==> src/rtl/return_addr_stack_if.sv <==
// Command/status bundle between the sequencer (master) and the return-address stack (slave).
interface return_addr_stack_if #(
    parameter int ADDR_W = 8,
    parameter int DEPTH  = 4
);
    localparam int CW = $clog2(DEPTH + 1);

    logic              push;
    logic              pop;
    logic [ADDR_W-1:0] push_addr;
    logic              clr_err;
    logic [ADDR_W-1:0] top_addr;
    logic [CW-1:0]     count;
    logic              empty;
    logic              full;
    logic              overflow;
    logic              underflow;

    modport master (
        output push, pop, push_addr, clr_err,
        input  top_addr, count, empty, full, overflow, underflow
    );

    modport slave (
        input  push, pop, push_addr, clr_err,
        output top_addr, count, empty, full, overflow, underflow
    );
endinterface

==> src/rtl/return_addr_stack.sv <==
// Return-address stack: circular array addressed by a top pointer, registered top entry,
// occupancy count, full/empty status and sticky overflow/underflow flags.
module return_addr_stack #(
    parameter int ADDR_W    = 8,
    parameter int DEPTH     = 4,
    parameter int WRAP_MODE = 0
) (
    input  logic                 clk,
    input  logic                 reset,
    return_addr_stack_if.slave   bus
);
    localparam int PW = $clog2(DEPTH);
    localparam int CW = $clog2(DEPTH + 1);
    localparam logic [PW-1:0] PTR_ONE  = PW'(1);
    localparam logic [CW-1:0] CNT_ONE  = CW'(1);
    localparam logic [CW-1:0] CNT_FULL = CW'(DEPTH);

    logic [ADDR_W-1:0] mem [DEPTH];

    logic [PW-1:0]     ptr_q, ptr_d, ptr_inc, ptr_dec, wr_idx;
    logic [CW-1:0]     count_q, count_d;
    logic [ADDR_W-1:0] top_q, top_d;
    logic              ovf_q, ovf_d, unf_q, unf_d;
    logic              ovf_evt, unf_evt, wr_en;
    logic              is_empty, is_full;

    // DEPTH is a power of two, so pointer arithmetic wraps for free and never leaves the array.
    assign ptr_inc  = ptr_q + PTR_ONE;
    assign ptr_dec  = ptr_q - PTR_ONE;
    assign is_empty = (count_q == '0);
    assign is_full  = (count_q == CNT_FULL);

    // Decode push/pop into next pointer, count, top value, memory write and error events.
    always_comb begin
        // NOTE: every output gets a default first so no path leaves a value held, which would infer a latch.
        ptr_d   = ptr_q;
        count_d = count_q;
        top_d   = top_q;
        wr_en   = 1'b0;
        wr_idx  = ptr_q;
        ovf_evt = 1'b0;
        unf_evt = 1'b0;

        if (bus.push && bus.pop) begin
            if (is_empty) begin
                // Nothing to replace: acts as a plain push but still counts as a bad pop.
                ptr_d   = ptr_inc;
                wr_idx  = ptr_inc;
                count_d = CNT_ONE;
                unf_evt = 1'b1;
            end else begin
                // Tail call: overwrite the current top in place.
                wr_idx = ptr_q;
            end
            wr_en = 1'b1;
            top_d = bus.push_addr;
        end else if (bus.push) begin
            if (!is_full || WRAP_MODE != 0) begin
                // When full in wrap mode, ptr+1 is the oldest slot, so it is overwritten.
                ptr_d  = ptr_inc;
                wr_idx = ptr_inc;
                wr_en  = 1'b1;
                top_d  = bus.push_addr;
                if (!is_full) begin
                    count_d = count_q + CNT_ONE;
                end
            end
            ovf_evt = is_full;
        end else if (bus.pop) begin
            if (is_empty) begin
                unf_evt = 1'b1;
            end else begin
                ptr_d   = ptr_dec;
                count_d = count_q - CNT_ONE;
                top_d   = (count_q == CNT_ONE) ? '0 : mem[ptr_dec];
            end
        end

        // A fresh error event beats a simultaneous clear.
        ovf_d = (ovf_q && !bus.clr_err) || ovf_evt;
        unf_d = (unf_q && !bus.clr_err) || unf_evt;
    end

    // Control state register with synchronous active-high reset.
    always_ff @(posedge clk) begin
        // NOTE: sequential state uses non-blocking assignments so all registers update from pre-edge values.
        if (reset) begin
            ptr_q   <= '0;
            count_q <= '0;
            top_q   <= '0;
            ovf_q   <= 1'b0;
            unf_q   <= 1'b0;
        end else begin
            ptr_q   <= ptr_d;
            count_q <= count_d;
            top_q   <= top_d;
            ovf_q   <= ovf_d;
            unf_q   <= unf_d;
        end
    end

    // Storage write port; writes are suppressed during reset so a lost push leaves no trace.
    always_ff @(posedge clk) begin
        // NOTE: the array itself is not reset; entries above count are never read, so their contents do not matter.
        if (!reset && wr_en) begin
            mem[wr_idx] <= bus.push_addr;
        end
    end

    assign bus.top_addr  = top_q;
    assign bus.count     = count_q;
    assign bus.empty     = is_empty;
    assign bus.full      = is_full;
    assign bus.overflow  = ovf_q;
    assign bus.underflow = unf_q;
endmodule

==> src/flat_wrapper.sv <==
// flat-port wrapper written by rule: the top's interface ports become plain ports
module return_addr_stack_flat 
#(
    parameter int ADDR_W    = 8,
    parameter int DEPTH     = 4,
    parameter int WRAP_MODE = 0
)
  (clk, reset, bus_push, bus_pop, bus_push_addr, bus_clr_err, bus_top_addr, bus_count, bus_empty, bus_full, bus_overflow, bus_underflow);
  return_addr_stack_if #(.ADDR_W(ADDR_W), .DEPTH(DEPTH)) bus_i ();
  input  logic clk;
  input  logic reset;
  input wire logic [$bits(bus_i.push)-1:0] bus_push;
  input wire logic [$bits(bus_i.pop)-1:0] bus_pop;
  input wire logic [$bits(bus_i.push_addr)-1:0] bus_push_addr;
  input wire logic [$bits(bus_i.clr_err)-1:0] bus_clr_err;
  output wire logic [$bits(bus_i.top_addr)-1:0] bus_top_addr;
  output wire logic [$bits(bus_i.count)-1:0] bus_count;
  output wire logic [$bits(bus_i.empty)-1:0] bus_empty;
  output wire logic [$bits(bus_i.full)-1:0] bus_full;
  output wire logic [$bits(bus_i.overflow)-1:0] bus_overflow;
  output wire logic [$bits(bus_i.underflow)-1:0] bus_underflow;
  assign bus_i.push = bus_push;
  assign bus_i.pop = bus_pop;
  assign bus_i.push_addr = bus_push_addr;
  assign bus_i.clr_err = bus_clr_err;
  assign bus_top_addr = bus_i.top_addr;
  assign bus_count = bus_i.count;
  assign bus_empty = bus_i.empty;
  assign bus_full = bus_i.full;
  assign bus_overflow = bus_i.overflow;
  assign bus_underflow = bus_i.underflow;
  return_addr_stack #(.ADDR_W(ADDR_W), .DEPTH(DEPTH), .WRAP_MODE(WRAP_MODE)) u_core (.clk(clk), .reset(reset), .bus(bus_i));
endmodule
==> config.mk <==
export PLATFORM = sky130hd
export DESIGN_NAME = return_addr_stack_flat
export DESIGN_NICKNAME = d
export VERILOG_FILES = /design/src/rtl/return_addr_stack_if.sv /design/src/rtl/return_addr_stack.sv /design/src/flat_wrapper.sv
export SDC_FILE = /design/constraint.sdc
export NUM_CORES = 1
export LEC_CHECK = 0
export ABC_CLOCK_PERIOD_IN_PS = 6400
export CAP_MARGIN = 20
export CORE_ASPECT_RATIO = 1.4
export CORE_MARGIN = 8
export CORE_UTILIZATION = 52
export DETAILED_ROUTE_END_ITERATION = 10
export GPL_TIMING_DRIVEN = 0
export PLACE_DENSITY = 0.82
export SLEW_MARGIN = 15
export SYNTH_ARGS = -nofsm -noshare
export SYNTH_HDL_FRONTEND = slang
export SYNTH_SLANG_ARGS = --single-unit
==> constraint.sdc <==
create_clock -name clk -period 6.4 [get_ports clk]
set_input_delay 1.92 -clock clk [delete_from_list [all_inputs] [get_ports clk]]
set_output_delay 1.92 -clock clk [all_outputs]
set_load 0.05 [all_outputs]
Figure 1. Metal 1.
The bar under the picture is 20 µm long.
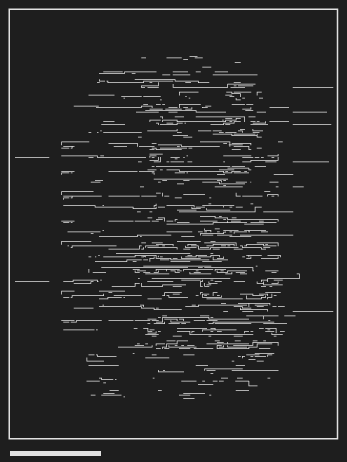
nets with wire on the layer: 226
main direction: horizontal
share of all routed wire: 40%
longest straight run: 18.9 µm
wire length on this layer: 1,890 µm

==> impl_metrics.py <==
# Generated from Yosys and OpenROAD reports
metrics = {
    "run_status": {
        "outcome": "finished, final reports clean",
    },
    "critical_path": {
        "crit_path_top_delay_cell": "clkdlybuf4s50_1",
        "crit_arrival_ns": 2.38,
        "critical_path_class": "flop to output port",
        "path_buffers": 4,
        "max_stage_delay_ns": 0.72,
        "critPathCaptureType": "output port",
        "timing.rr.start": "u_core.bus.count[0]$_SDFFE_PP0P_",
    },
    "drt": {
        "dr.first_iter.drc_count": 90,
        "route.met2.wl_mm": 2.50,
        "drt.antenna.violating_nets": 0,
        "wl_met1_mm": 1.89,
        "firstDrtPassIters": 4,
    },
    "global_routing": {
        "grt_pass1_wl_mm": 7.71,
        "grt.total_usage": 0.149,
        "grt_pass1_vias": 1542,
        "grtUsageMet1": 0.152,
        "antenna_found_initial": 0,
        "grtUsageMet3": 0.0321,
    },
    "sta": {
        "fin_crit_ns": 4.30,
        "hold_viol": 0,
        "max-slew-margin-rel": 0.333,
        "timing.hold.ws_ns": 0.500,
        "timing.fmax_mhz": 233,
        "fin_skew_ns": 0.00848,
        "setup_viol": 0,
    },
    "cells_and_area": {
        "clock_cell_area_share": 0.0331,
        "buffer_area_frac": 0.139,
        "layout.cells.non_filler": 275,
        "fin_util": 0.636,
        "antennaDiodeCount": 0,
    },
    "yosys": {
        "adder_share": 0.0224,
        "synth-area-yosys_um2": 2240,
        "top_area_cell": "edfxtp_1",
        "synth.area.top_cells": "edfxtp_1 43%, dfxtp_1 13%, mux2i_1 8.1%",
        "edf_count": 32,
        "yosys_warnings": 0,
        "synthTopLogicFamily": "simple AND/OR/NAND/NOR gates",
        "synth.top_cell.area_share": 0.430,
        "simple_gate_area_frac": 0.159,
        "mux_area_frac": 0.0907,
        "avgSynthCellArea_um2": 11.5,
    },
    "cts": {
        "cts-resized-gates": 0,
        "cts-htree-levels": 2,
        "cts_hold_buf": 0,
    },
    "die": {
        "die_h_um": 93.6,
        "die-area_um2": 6680,
        "initCoreUtil": 0.536,
    },
    "placed_design": {
        "dp.cells": 267,
    },
    "hold_path": {
        "hold_start": "u_core.bus.top_addr[4]$_SDFFE_PP0P_",
        "worstHoldPathType": "flop to flop",
    },
    "pwr": {
        "p_per_area_nw_per_um2": 383,
    },
}
Figure 2. Wire density map.
The bar under the picture is 20 µm long. 14 x 19 tiles, from black (low) to pale yellow (high), scaled to the fullest tile. Values are wire area over tile area, all layers added.
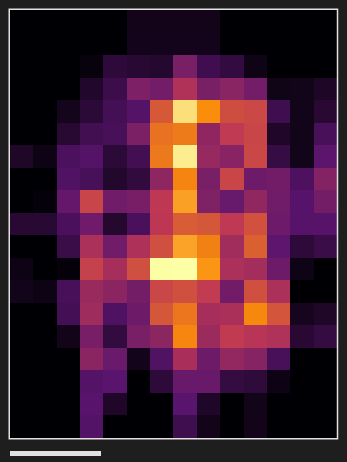
densest ninth of the die: middle
nearly empty tiles: 29%
mean over tiles: 0.11
tiles over half the peak: 15%
fullest tile: 0.50

Power figures rest on the tool's default switching activity, not on a simulated workload.
